**Run 1: metal layers overlaid**

Scale: 2 px per um. Only two layers are drawn.
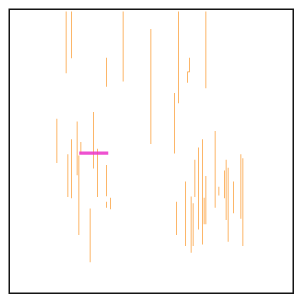
**Run 1: the metal 4 layer**

Scale: 3 px per um.
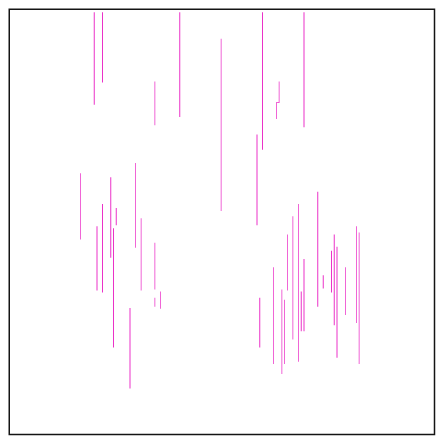
**Run 1: selected gate families**

Scale: 3 px per um.
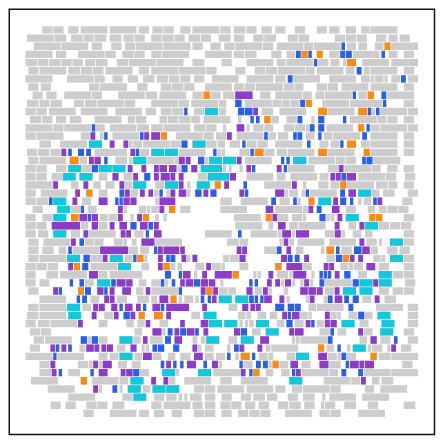
**Run 1: the clock network**

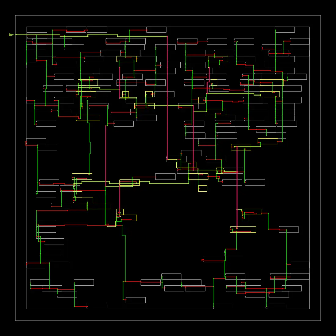
File: src/rtl/fetch_unit.sv
// Instruction-fetch front end for the single-issue RV32I core.
// Issues one fetch at a time to instruction memory and hands the fetched word
// and its PC to decode over valid/ready. Decode returns the control-flow
// result during the handshake cycle, and that result forms the next PC.
module fetch_unit #(
    parameter int unsigned     XLEN     = 32,
    parameter logic [XLEN-1:0] RESET_PC = '0
) (
    input  logic            clk_i,
    input  logic            rst_ni,
    output logic            imem_req_o,
    output logic [XLEN-1:0] imem_addr_o,
    input  logic            imem_gnt_i,
    input  logic            imem_rvalid_i,
    input  logic [31:0]     imem_rdata_i,
    output logic            instr_valid_o,
    input  logic            instr_ready_i,
    output logic [31:0]     instr_o,
    output logic [XLEN-1:0] instr_pc_o,
    input  logic [1:0]      nextpcsel_i,
    input  logic            branch_taken_i,
    input  logic [XLEN-1:0] imm_i,
    input  logic [XLEN-1:0] rs1_i,
    output logic            fetch_err_o,
    output logic [31:0]     instr_count_o
);

    typedef enum logic [2:0] {
        S_IDLE  = 3'd0,
        S_FETCH = 3'd1,
        S_WAIT  = 3'd2,
        S_VALID = 3'd3,
        S_HALT  = 3'd4
    } state_t;

    state_t          r_state;
    logic [XLEN-1:0] r_pc;
    logic [XLEN-1:0] r_instr_pc;
    logic [31:0]     r_instr;
    logic [31:0]     r_count;
    logic            r_err;

    logic [XLEN-1:0] w_next_pc;
    logic [XLEN-1:0] w_jalr_sum;

    assign w_jalr_sum = rs1_i + imm_i;

    // Next PC from decode's control-flow result; all sums wrap modulo 2^XLEN.
    always_comb begin
        w_next_pc = r_instr_pc + XLEN'(4);
        case (nextpcsel_i)
            2'b01:   if (branch_taken_i) w_next_pc = r_instr_pc + imm_i;
            2'b10:   w_next_pc = r_instr_pc + imm_i;
            2'b11:   w_next_pc = w_jalr_sum & ~XLEN'(1);
            default: w_next_pc = r_instr_pc + XLEN'(4);
        endcase
    end

    // Fetch FSM with the PC, instruction latch, error flag and counter.
    always_ff @(posedge clk_i or negedge rst_ni) begin
        if (!rst_ni) begin
            r_state    <= S_IDLE;
            r_pc       <= RESET_PC;
            r_instr    <= '0;
            r_instr_pc <= '0;
            r_count    <= '0;
            r_err      <= 1'b0;
        end else begin
            case (r_state)
                S_IDLE: r_state <= S_FETCH;
                S_FETCH: begin
                    // rvalid without a grant is not ours and is ignored
                    if (imem_gnt_i) begin
                        if (imem_rvalid_i) begin
                            r_instr    <= imem_rdata_i;
                            r_instr_pc <= r_pc;
                            r_state    <= S_VALID;
                        end else begin
                            r_state    <= S_WAIT;
                        end
                    end
                end
                S_WAIT: begin
                    if (imem_rvalid_i) begin
                        r_instr    <= imem_rdata_i;
                        r_instr_pc <= r_pc;
                        r_state    <= S_VALID;
                    end
                end
                S_VALID: begin
                    if (instr_ready_i) begin
                        r_count <= r_count + 32'd1;
                        r_pc    <= w_next_pc;
                        // a misaligned target is fatal until the next reset
                        if (w_next_pc[1:0] != 2'b00) begin
                            r_err   <= 1'b1;
                            r_state <= S_HALT;
                        end else begin
                            r_state <= S_FETCH;
                        end
                    end
                end
                S_HALT:  r_state <= S_HALT;
                default: r_state <= S_IDLE;
            endcase
        end
    end

    assign imem_req_o    = (r_state == S_FETCH);
    assign instr_valid_o = (r_state == S_VALID);
    assign imem_addr_o   = r_pc;
    assign instr_o       = r_instr;
    assign instr_pc_o    = r_instr_pc;
    assign fetch_err_o   = r_err;
    assign instr_count_o = r_count;

endmodule

File: config.mk
export PLATFORM = sky130hd
export DESIGN_NAME = fetch_unit
export DESIGN_NICKNAME = d
export VERILOG_FILES = /design/src/rtl/fetch_unit.sv
export SDC_FILE = /design/constraint.sdc
export NUM_CORES = 1
export LEC_CHECK = 0
export CORE_MARGIN = 5
export CORE_UTILIZATION = 55
export CTS_CLUSTER_DIAMETER = 60
export DETAILED_ROUTE_END_ITERATION = 6
export PLACE_DENSITY_LB_ADDON = 0.15
export SLEW_MARGIN = 10
export SYNTH_ARGS = -nofsm -noshare
export SYNTH_HDL_FRONTEND = slang
export SYNTH_SLANG_ARGS = --single-unit
File: constraint.sdc
create_clock -name clk_i -period 8.3 [get_ports clk_i]
set_input_delay 1.66 -clock clk_i [delete_from_list [all_inputs] [get_ports clk_i]]
set_output_delay 1.66 -clock clk_i [all_outputs]
set_load 0.005 [all_outputs]
==> results.cfg, run 1 <==
; flow metrics
[status]
status = complete, no violations

[synthesis]
area_leaders = dfrtp_1 (35%), ha_1 (8.3%), mux2_2 (7.1%)
syn_inst = 1036
synth_cell_types = 73
synth_top_area_share = 0.3485
ys_cells = 1036
ys_seq_share = 0.3485
yosys_warnings = 0
synth_flops = 132
synth.avg_cell_area_um2 = 9.150
yosysMostFrequentCell = dfrtp_1
largest_area_cell = dfrtp_1
edf_count = 0
synthArstFlopShare = 1.000
common_cells = dfrtp_1 (132), nand2_1 (92), a21oi_1 (78)
floorplan.nets = 1205

[global_route]
gr-total-overflow = 0
grt_pass1_vias = 9078
grt_pass1_wl_um = 48320

[final_layout]
seq_area_mm2 = 0.003303
layout-drive-gt1-share = 0.09936
final_util = 0.7360
dominant-cell-class = logic gates
fin_nets = 1414
fillers = 1324
area_delta_synth_final_pct = 32.91
seq-cell-share = 0.2622
antenna_cells = 0
layout_top_cells = clkdlybuf4s50_1 (233), dfrtp_1 (132), nand2_1 (92)
clockNetworkAreaShare = 0.04916
design_area_mm2 = 0.01260

[timing]
fmax_ghz = 0.2249
maxSlewViolCount = 0
finalClockPeriodUsage = 0.5356
setup-tns-final_ns = 0
finalCriticalPeriod_ns = 4.446
rsz0062_at_grt = no
worst_slew_pin_slew_ns = 0.9987

[clock_network]
cts.clk_slew.worst_paths_ns = 0.07
cts_tree = built
cts_made_buffers = 17
clockBufferDepth = 2
clockRootBuffer = clkbuf_16
post_cts_resized = 0

[setup_path]
critical_path_class = in2reg
crit_path_start = imm_i[0]
path_depth = 13
regToRegStartpoint = instr_pc_o[8]
critPathCaptureType = flop
crit_chain = clkdlybuf4s50_1 > ha_1 > inv_1 > fa_1 > nand2b_1 > a21oi_1 > o21ai_1 > a2111oi_2 > o41ai_2 > o31ai_2 > xor2_1 > a21oi_1 > o211ai_2
worstRegToRegCells = 10
slowest_delay_ns = 0.51
path_buffers = 2
crit_family = AND-OR/OR-AND gates
path_common_cell = a21oi_1

[job]
maxCapViolations = 0

[floorplanning]
ioPinCount = 235
core_area_mm2 = 0.01712
fp.dieW_um = 141.3
die_h_um = 141.3
fp_util = 0.5538
num_rows = 48

[routing]
viasPerCell = 6.144
post_drt_wl_per_cell_um = 20.59
drc = 0
drt-initial-drc-count = 791

[place]
place_congestion = 0.9739
io_buffers = 234
place_hpwl_um = 22210

[worst_hold_path]
worstHoldPathCells = 1
min_path_type = reg2reg
worstHoldStart = instr_count_o[31]

[pwr]
peakVddDrop_v = 0.0001984
p_leak_nw = 5.300
Notes on 'metal layers overlaid' above:
| layer | colour | wire length |
|---|---|---|
| metal 4 | orange | 991 um |
| metal 5 | magenta | 12.9 um |
Total GRT Usage: 0.3027
via count: 9112
drt total wl: 30540 um

Notes on 'the metal 4 layer' above:
main direction: vertical
wire length on this layer: 991 um
nets with wire on the layer: 32

Notes on 'selected gate families' above:
| family | colour | cells |
|---|---|---|
| aoi and oai cells | purple | 225 |
| fa/ha/maj cells | cyan | 65 |
| nand cells | blue | 175 |
| and/or cells | orange | 45 |
non-filler instance count after layout: 1483
Comb area share: 0.4690
most common cell after layout, fill and taps aside: clkdlybuf4s50_1

Notes on 'the clock network' above:
clock sink total: 132
Setup Skew: 0.01211 ns
Clock Latency Late Sink: 0.43 ns
clkbuf count: 18

==> run 1: kinds of logic (layout without fill, tap and decap cells) <==
family,Yosys count,in the layout,share of synthesized area
multiplexers,70,70,0.08184
XOR/XNOR,102,102,0.09425
buffers and inverters,74,296,0.02943
AND-OR/OR-AND,276,276,0.1948
adder cells (fa/ha/maj),65,65,0.08738
flip-flops,132,132,0.3485
AND/OR/NAND/NOR,317,317,0.1638
==> run 1: registers in the layout (all words and copies together), names as in the netlist <==
name and flops:
fetch_err_o 1, imem_addr_o 32, instr_count_o 32, instr_o 32, instr_pc_o 32, r_state 3
==> run 1: per-layer routing <==
metal | track usage | share of wire | up-vias
li1 | - | - | 4227
met1 | 0.3987 | 0.42 | 4404
met2 | 0.5004 | 0.48 | 395
met3 | 0.05595 | 0.069 | 84
met4 | 0.1101 | 0.032 | 2
met5 | 0 | 0.00039 | -
==> run 1: through the flow <==
stage                     total power [W]  hold slack, ns  setup slack [ns]
after global routing             0.004226          0.4978             3.589
after CTS                        0.003984          0.4804             3.875
final                            0.003989          0.4799             3.855
after detailed placement         0.003140          0.4693             3.424
after global placement           0.003102          0.4538             3.531
after floorplan                  0.002245          0.4650             4.311
==> run 1: power by group <==
part | internal [W] | switching, W
Clock | 0.000484 | 0.000338
Sequential | 0.000887 | 0.000262
Combinational | 0.00107 | 0.000946
Total | 0.00244 | 0.00155
==> run 1: path summary, 6_finish.rpt <==
check	slack, ns	endpoint
hold reg to reg	0.48	instr_count_o[31]
max in group asynchronous	5.84	imem_addr_o[28]
min in group asynchronous	1.29	instr_pc_o[26]
setup / recovery	3.85	imem_addr_o[28]
setup reg to reg	5.16	imem_addr_o[31]
hold / removal	0.48	instr_count_o[31]
==> run 1 -> run 2 <==
- CORE_UTILIZATION: 55 -> 46
- clock period: 8.3 -> 3.76 ns (I/O delays scaled with it)
**Run 2: the metal 4 layer**

Scale: 2 px per um.
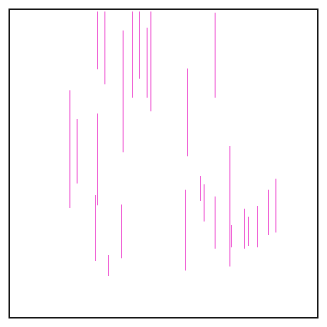
wire length on this layer: 847 um
main direction: vertical
longest straight run: 60.5 um
nets with wire on the layer: 24
share of all routed wire: 2.7%
drt total wl: 31320 um
via count: 9196

**Run 2: metal layers overlaid**

Scale: 2 px per um. Only two layers are drawn.
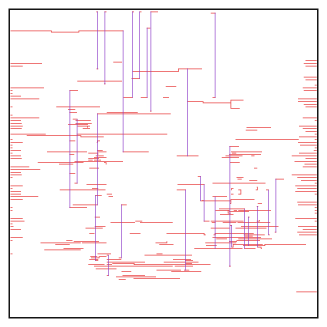
| layer | colour | wire length |
|---|---|---|
| metal 4 | purple | 847 um |
| metal 3 | red | 2190 um |

**Run 2: I/O pins on the die edge**

Scale: 2 px per um. Pins as bars across the die edge, other pins in grey.
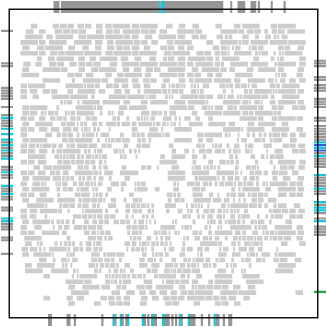
| port | colour | pins | direction | edge |
|---|---|---|---|---|
| rs1_i | cyan | 32 | input | 12 left, 9 bottom, 9 right, 2 top |
| nextpcsel_i | blue | 2 | input | right |
| rst_ni | green | 1 | input | right |
all pins by edge: 102 top, 50 right, 45 left, 38 bottom
I/O Buffers: 234
die width: 153.6 um
DIE HEIGHT: 153.6 um

==> results.cfg, run 2 <==
; flow metrics
[final_layout]
fin_nets = 1459
layout_top_cells = clkdlybuf4s50_1 (233), dfrtp_1 (132), nand2_1 (92)
lay_top_count = clkdlybuf4s50_1
stdcell_count = 1573

[setup_path]
critPathCaptureType = flop
r2r_end = imem_addr_o[30]
slowest_delay_ns = 0.51
critical_path_class = in2reg

[timing]
clock_skew_ns = 0.01733
fmax_ghz = 0.2945
maxSlewViolCount = 0

[clock_network]
clockBufferDepth = 2
clock-sinks = 132
cts_made_buffers = 17

[synthesis]
synth_flops = 132
yosysMostFrequentCell = dfrtp_1
largest_area_cell = dfrtp_1
area_leaders = dfrtp_1 (35%), ha_1 (8.3%), mux2_2 (7.1%)
synth.avg_cell_area_um2 = 9.150
floorplan.nets = 1205
synth_top_area_share = 0.3485
common_cells = dfrtp_1 (132), nand2_1 (92), a21oi_1 (78)

[floorplanning]
ioPinCount = 235

[routing]
drt-initial-drc-count = 734
post_drt_wl_per_cell_um = 19.91
wl_met2_um = 14920
maxUsedRoutingLayer = met4

[place]
place_hpwl_um = 23650
dp_slack_ns = -0.04955

[global_route]
use_met1 = 0.3445
gr-total-overflow = 0
top_usage_layer = met2
grt_util_met3 = 0.04553
met2_usage = 0.4312

[pwr]
p_leak_nw = 5.524
peakVddDrop_v = 0.0003418

[status]
status = complete, no violations
## run 2: cell types whose count changed in the layout (fill, tap and decap cells not counted), sizes merged
cell,change
clkinvlp,-2
bufinv,-2
buf,+45
clkinv,+5
clkbuf,-1
## run 2: area by class of cell
cell class,count,area (um^2)
repair buffers,287,2779
well taps,270,337.8
fillers,1713,7233
clock inverters,15,165.2
inverters,22,82.58
multi-input cells,830,5908
flip-flops and latches,132,3303
clock buffers,17,425.4
## run 2: critical path: cells and delay by family
kind	cells	cell delay [ns]
adders and majority gates	1	0.45
buffers and inverters	3	0.79
muxes	1	0.19
AOI/OAI and AO/OA	6	1.16
and+or+nand+nor	2	0.32
## run 2: how the worst max path moves through the flow
stage          startpoint               to  slack [ns]  cells after the start
4_1_cts          imm_i[0]  imem_addr_o[24]        0.38                     14
5_1_grt          imm_i[0]  imem_addr_o[24]        0.14                     14
3_3_place_gp     imm_i[0]  imem_addr_o[24]        0.01                     14
2_1_floorplan    imm_i[0]  imem_addr_o[24]        0.68                     12
6_report         imm_i[1]  imem_addr_o[30]        0.36                     13
3_5_place_dp     imm_i[0]  imem_addr_o[24]       -0.05                     14
## run 2: power by group
group,total (W),switching [W],internal (W)
Sequential,0.00253,0.000576,0.00196
Clock,0.00171,0.000763,0.000944
Combinational,0.00463,0.00213,0.00250
Total,0.00887,0.00347,0.00540
## run 2: logic make-up after synthesis
family	count (synthesis)	share of synthesized area
XOR/XNOR	102	0.09425
multiplexers	70	0.08184
flip-flops	132	0.3485
AND-OR/OR-AND	276	0.1948
AND/OR/NAND/NOR	317	0.1638
adder cells (fa/ha/maj)	65	0.08738
buffers and inverters	74	0.02943
## run 2: per-stage QoR
step	instance area [um^2]	setup TNS, ns
floorplan	9479	0
global placement	12410	0
detailed placement	12410	-0.07694
CTS	13000	0
global route	13000	0
finish	13000	0
Power and IR drop assume default switching activity.
